### Cell area per tile

Drawn at 2 px/um. The die is cut into 14 by 14 equal tiles; dark purple is low, yellow is high, 0 to 100% covered.
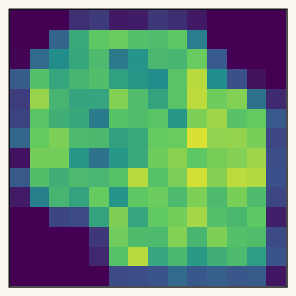
### Register map, names as in the netlist

Drawn at 3 px/um. Other cells in gray.
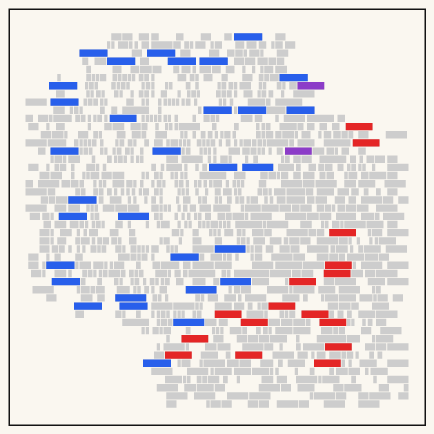
$ cat src/rtl/cv32e40p_fetch_aligner_if.sv
// Handshake and bus bundle between the prefetch buffer, the fetch aligner and the IF stage.
// The master modport is the aligner side; the slave modport is its environment.
interface cv32e40p_fetch_aligner_if;
    localparam int unsigned XLEN = 32;

    logic            fetch_valid_i;
    logic            fetch_ready_o;
    logic [XLEN-1:0] fetch_rdata_i;
    logic            if_valid_i;
    logic [XLEN-1:0] instr_aligned_o;
    logic            instr_valid_o;
    logic            branch_i;
    logic [XLEN-1:0] branch_addr_i;
    logic            hwlp_update_pc_i;
    logic [XLEN-1:0] hwlp_addr_i;
    logic [XLEN-1:0] pc_o;

    modport master (
        input  fetch_valid_i, fetch_rdata_i, if_valid_i, branch_i, branch_addr_i,
               hwlp_update_pc_i, hwlp_addr_i,
        output fetch_ready_o, instr_aligned_o, instr_valid_o, pc_o
    );

    modport slave (
        output fetch_valid_i, fetch_rdata_i, if_valid_i, branch_i, branch_addr_i,
               hwlp_update_pc_i, hwlp_addr_i,
        input  fetch_ready_o, instr_aligned_o, instr_valid_o, pc_o
    );
endinterface

$ cat src/rtl/cv32e40p_fetch_aligner.sv
// IF-stage instruction aligner: turns word-aligned fetch words into whole 16/32-bit instructions
// and owns the IF pc. Define CV32E40P_ALIGNER_HWLP_EN to honour hardware-loop redirects.
module cv32e40p_fetch_aligner #(
    parameter logic [31:0] RESET_PC = 32'h0000_0000
) (
    input logic                       clk,
    input logic                       rst_n,
    cv32e40p_fetch_aligner_if.master  bus
);
    localparam int unsigned XLEN = 32;
    localparam int unsigned HLEN = 16;

    typedef enum logic [1:0] {
        ALIGNED32    = 2'd0,
        MISALIGNED32 = 2'd1,
        MISALIGNED16 = 2'd2
    } state_e;

    state_e          r_state;
    logic [XLEN-1:0] r_pc;
    logic [HLEN-1:0] r_half;

    logic [HLEN-1:0] w_sel_half;
    logic            w_is32;
    logic [XLEN-1:0] w_instr;
    logic            w_valid;
    logic            w_ready;
    logic            w_redir;
    logic [XLEN-1:0] w_redir_addr;

    // Halfword at which the current instruction starts
    always_comb begin
        w_sel_half = bus.fetch_rdata_i[15:0];
        case (r_state)
            MISALIGNED32: w_sel_half = r_half;
            MISALIGNED16: w_sel_half = bus.fetch_rdata_i[31:16];
            default:      w_sel_half = bus.fetch_rdata_i[15:0];
        endcase
    end

    assign w_is32 = (w_sel_half[1:0] == 2'b11);

    // Instruction assembly and handshake; a pending branch squashes both
    always_comb begin
        w_instr = {HLEN'(0), w_sel_half};
        w_valid = 1'b0;
        w_ready = 1'b1;
        case (r_state)
            MISALIGNED32: begin
                if (w_is32) begin
                    w_instr = {bus.fetch_rdata_i[15:0], r_half};
                    w_valid = bus.fetch_valid_i;
                end else begin
                    w_valid = 1'b1;
                    w_ready = 1'b0;
                end
            end
            MISALIGNED16: begin
                w_valid = w_is32 ? 1'b0 : bus.fetch_valid_i;
            end
            default: begin
                w_valid = bus.fetch_valid_i;
                if (w_is32) begin
                    w_instr = bus.fetch_rdata_i;
                end
            end
        endcase
        if (bus.branch_i) begin
            w_valid = 1'b0;
            w_ready = 1'b0;
        end
    end

`ifdef CV32E40P_ALIGNER_HWLP_EN
    // Hardware-loop jump only redirects when the instruction actually issues
    assign w_redir      = bus.branch_i |
                          (bus.hwlp_update_pc_i & bus.if_valid_i & w_valid);
    assign w_redir_addr = bus.branch_i ? bus.branch_addr_i : bus.hwlp_addr_i;
`else
    assign w_redir      = bus.branch_i;
    assign w_redir_addr = bus.branch_addr_i;
`endif

    assign bus.instr_aligned_o = w_instr;
    assign bus.instr_valid_o   = w_valid;
    assign bus.fetch_ready_o   = w_ready;
    assign bus.pc_o            = r_pc;

    // State, pc and buffered upper halfword
    always_ff @(posedge clk or negedge rst_n) begin
        if (!rst_n) begin
            r_state <= ALIGNED32;
            r_pc    <= RESET_PC;
            r_half  <= HLEN'(0);
        end else if (w_redir) begin
            r_pc    <= {w_redir_addr[31:1], 1'b0};
            r_state <= w_redir_addr[1] ? MISALIGNED16 : ALIGNED32;
            r_half  <= HLEN'(0);
        end else if (bus.if_valid_i) begin
            case (r_state)
                MISALIGNED32: begin
                    if (w_is32) begin
                        r_half <= bus.fetch_rdata_i[31:16];
                        r_pc   <= r_pc + XLEN'(4);
                    end else begin
                        r_pc    <= r_pc + XLEN'(2);
                        r_state <= ALIGNED32;
                    end
                end
                MISALIGNED16: begin
                    if (w_is32) begin
                        // Straddling instruction: keep pc, wait for the next word
                        r_half  <= bus.fetch_rdata_i[31:16];
                        r_state <= MISALIGNED32;
                    end else begin
                        r_pc    <= r_pc + XLEN'(2);
                        r_state <= ALIGNED32;
                    end
                end
                default: begin
                    if (w_is32) begin
                        r_pc <= r_pc + XLEN'(4);
                    end else begin
                        r_half  <= bus.fetch_rdata_i[31:16];
                        r_pc    <= r_pc + XLEN'(2);
                        r_state <= MISALIGNED32;
                    end
                end
            endcase
        end
    end
endmodule

$ cat src/flat_wrapper.sv
// flat-port wrapper written by rule: the top's interface ports become plain ports
module cv32e40p_fetch_aligner_flat 
#(
    parameter logic [31:0] RESET_PC = 32'h0000_0000
)
  (clk, rst_n, bus_fetch_valid_i, bus_fetch_rdata_i, bus_if_valid_i, bus_branch_i, bus_branch_addr_i, bus_hwlp_update_pc_i, bus_hwlp_addr_i, bus_fetch_ready_o, bus_instr_aligned_o, bus_instr_valid_o, bus_pc_o);
  cv32e40p_fetch_aligner_if bus_i ();
  input logic clk;
  input logic rst_n;
  input wire logic [$bits(bus_i.fetch_valid_i)-1:0] bus_fetch_valid_i;
  input wire logic [$bits(bus_i.fetch_rdata_i)-1:0] bus_fetch_rdata_i;
  input wire logic [$bits(bus_i.if_valid_i)-1:0] bus_if_valid_i;
  input wire logic [$bits(bus_i.branch_i)-1:0] bus_branch_i;
  input wire logic [$bits(bus_i.branch_addr_i)-1:0] bus_branch_addr_i;
  input wire logic [$bits(bus_i.hwlp_update_pc_i)-1:0] bus_hwlp_update_pc_i;
  input wire logic [$bits(bus_i.hwlp_addr_i)-1:0] bus_hwlp_addr_i;
  output wire logic [$bits(bus_i.fetch_ready_o)-1:0] bus_fetch_ready_o;
  output wire logic [$bits(bus_i.instr_aligned_o)-1:0] bus_instr_aligned_o;
  output wire logic [$bits(bus_i.instr_valid_o)-1:0] bus_instr_valid_o;
  output wire logic [$bits(bus_i.pc_o)-1:0] bus_pc_o;
  assign bus_i.fetch_valid_i = bus_fetch_valid_i;
  assign bus_i.fetch_rdata_i = bus_fetch_rdata_i;
  assign bus_i.if_valid_i = bus_if_valid_i;
  assign bus_i.branch_i = bus_branch_i;
  assign bus_i.branch_addr_i = bus_branch_addr_i;
  assign bus_i.hwlp_update_pc_i = bus_hwlp_update_pc_i;
  assign bus_i.hwlp_addr_i = bus_hwlp_addr_i;
  assign bus_fetch_ready_o = bus_i.fetch_ready_o;
  assign bus_instr_aligned_o = bus_i.instr_aligned_o;
  assign bus_instr_valid_o = bus_i.instr_valid_o;
  assign bus_pc_o = bus_i.pc_o;
  cv32e40p_fetch_aligner #(.RESET_PC(RESET_PC)) u_core (.clk(clk), .rst_n(rst_n), .bus(bus_i));
endmodule
$ cat config.mk
export PLATFORM = sky130hd
export DESIGN_NAME = cv32e40p_fetch_aligner_flat
export DESIGN_NICKNAME = d
export VERILOG_FILES = /design/src/rtl/cv32e40p_fetch_aligner_if.sv /design/src/rtl/cv32e40p_fetch_aligner.sv /design/src/flat_wrapper.sv
export SDC_FILE = /design/constraint.sdc
export NUM_CORES = 1
export LEC_CHECK = 0
export ABC_AREA = 1
export CAP_MARGIN = 20
export CORE_MARGIN = 5
export CORE_UTILIZATION = 30
export DETAILED_ROUTE_END_ITERATION = 8
export PLACE_DENSITY = 0.6
export SYNTH_ARGS = -nofsm -noshare
export SYNTH_HDL_FRONTEND = slang
export SYNTH_SLANG_ARGS = --single-unit
$ cat constraint.sdc
create_clock -name clk -period 1.82 [get_ports clk]
set_input_delay 0.182 -clock clk [delete_from_list [all_inputs] [get_ports clk]]
set_output_delay 0.182 -clock clk [all_outputs]
set_load 0.1 [all_outputs]
==> Changelog: implementation <==
### Changed

- Clk_lat worst skew: 0.31 ns
- Vias in the first global route: 6,217
- Top area cell types: dfrtp_1 (25%), nand2_1 (20%), nand3_1 (12%)
- Post-Syn Area per Cell: 5.86 um2
- GR Util met2: 38.4%
- Final worst setup slack: -0.561 ns
- H-tree levels: 2
- Cell with the most instances after synthesis: nand2_1
- Pre-antenna DRT Iters: 5
- Worst path depth: 13
- Combinational gate power: between 0.015 and 0.02 W
- Top-area cell share: 24.9%
- Nets: 1,155
- Synth Cell Area: 4930 um2
- Non-clk invs: 60
- Synthesized flop and latch total: 49
- Slew @ Worst Pin: around 0.86 ns
- NonClk Buf Share: 30.3%
- CTS root buffer: clkbuf_16
- Port Buffer Count: 132
- Site Rows: 46
- WP buf/inv: 4
- WL/cell: 17.3 um
- Multi-input gates: 698
- Critical Path Sink: bus_instr_aligned_o[8]
- Fraction of layout cells with a size suffix above 1: 41.4%
- R2r endpoint: u_core.r_half[3]
- Vias: around 6,400
- Grt ovf: 0
- Final hold viol count: 0
- Post-Place Worst Slack: -0.371 ns
- Post-DP Area: around 8000 um2
- Peak VDD IR: 1.71 mV
- YS warnings: 0
- Async SR Flop Fraction: 100%
- CP Capture Type: output port
- Logic area: around 4600 um2
- Slew headroom: 42.5%
- Failing checks: setup timing
- Fillers: 1,447
- Int Power: about 0.0077 W
- Fp util: between 30% and 40%
- Xor/xnor share: under 10%
- Clk. pwr: approximately 0.001 W
- Hold_ws: 0.399 ns
- Largest cell class: logic gates
- Sequential power: about 0.0024 W
- Total track usage: 22.2%
- Basic Gates by Area: 48.3%
- Clk pwr share: 5.3%
- Diode count: 0
- MUX share of area: 0%
- Hpwl dp: 15,100 um
- Part of the cycle the worst path needs: 131%
- Final core utilization: 58.3%
- Post-synth EDFFs: 0
- Clock buffer cells: 5
- Largest net degree at the start of global routing: approximately 50
- Max Clock Skew: 0.00353 ns
- Status: complete, but fails checks
- Initial antenna violation count: 0
- Logic gate share of total power: 82.1%
- Grt met3 use: 3.72%
- Worst reg2reg path depth: 14
- Top Consumer: combinational cells
- Cell Count Post-Placement: 1,227
- Die H: 138 um
- Max reg flops: 31
- Synthesis-to-layout area growth: 89.5%
- Crit path top cell by count: nand2_4
- Critical path's largest stage delay: 0.42 ns
- Critical Path Fanout Max: 6
- Combinational share of cell area: 48.9%
- WS Path Type: reg2out
- Final TNS setup: -35.47 ns
- Non-Clock Buffer Count: ~230
- Crit Reg-Reg Startpoint: u_core.r_state[1]
- DRC errors left: 0
- Storage cell area: 1280 um2
- Flip-flop and latch share of the layout cell area: 13.7%
- CTS tree: yes
- Max Root-Sink Buffers: 2
- Max-cap violations: 0
- Total Wirelength: ~22,000 um
- RSZ-0062 raised after global routing: yes
- Post-synth net total: 948
- Top cell type by total area after synthesis: dfrtp_1
- Fin area: slightly above 9000 um2
- Final Setup Violations: 83
- First-pass GRT wire length: 34,600 um
- CP Launch Type: flop
- Post-synth seq share: 24.9%
- Die ar.: 19,100 um2
- WL met3: 1160 um
- Clock transition at path regs: 0.07 ns
- Synth cell types: 38
- CTS Buf Count: 5
- P_leak: 3.98 nW
- Tap Count: 216
- Pwr per Cell Area: ~2000 nW/um2
- Number of OpenROAD warnings: 65
- M1 wire length: 9570 um
- Met2 WL: 10,700 um
- Synth Flop Type: dfrtp_1
- Clock network share of area: 1.53%
- Worst setup startpoint: u_core.r_state[1]
- Total power: ~0.019 W
Notes on 'Cell area per tile' above:
mean over tiles	48%
nearly empty tiles	17%
emptiest ninth of the die	bottom left
tiles over 75% full	22%
fullest tile	95%

Notes on 'Register map, names as in the netlist' above:
color	signal	placed flops
purple	u_core.r_state	2
blue	u_core.bus.pc_o	31
red	u_core.r_half	16

==> repair_timing <==
item                                   CTS  global route
gates cloned                            10             1
hold buffers                             1             0
endpoints found under the hold margin   49             0
setup endpoints to repair               83            83
pin swaps                               35            37
gates resized                          120           116
buffers inserted                        21            10
==> cell usage in the layout (no fill, tap or decap), drive strengths merged <==
master,Yosys,layout
bufbuf,0,1
ha,5,5
o22ai,1,1
dfrtp,49,49
nand2,282,286
a21boi,1,1
nor3,3,3
clkinvlp,0,1
a21oi,76,76
nor2,132,132
nand4,5,5
clkinv,2,4
inv,58,58
xor2,5,5
o211ai,1,1
conb,1,1
a22oi,9,9
a31oi,1,1
clkdlybuf4s50,0,66
xnor2,3,3
clkbuf,16,5
o21ai,48,48
nand3,120,120
buf,22,166
dlygate4sd3,0,1
or2,1,1
Power is estimated from default activity; no workload was simulated.
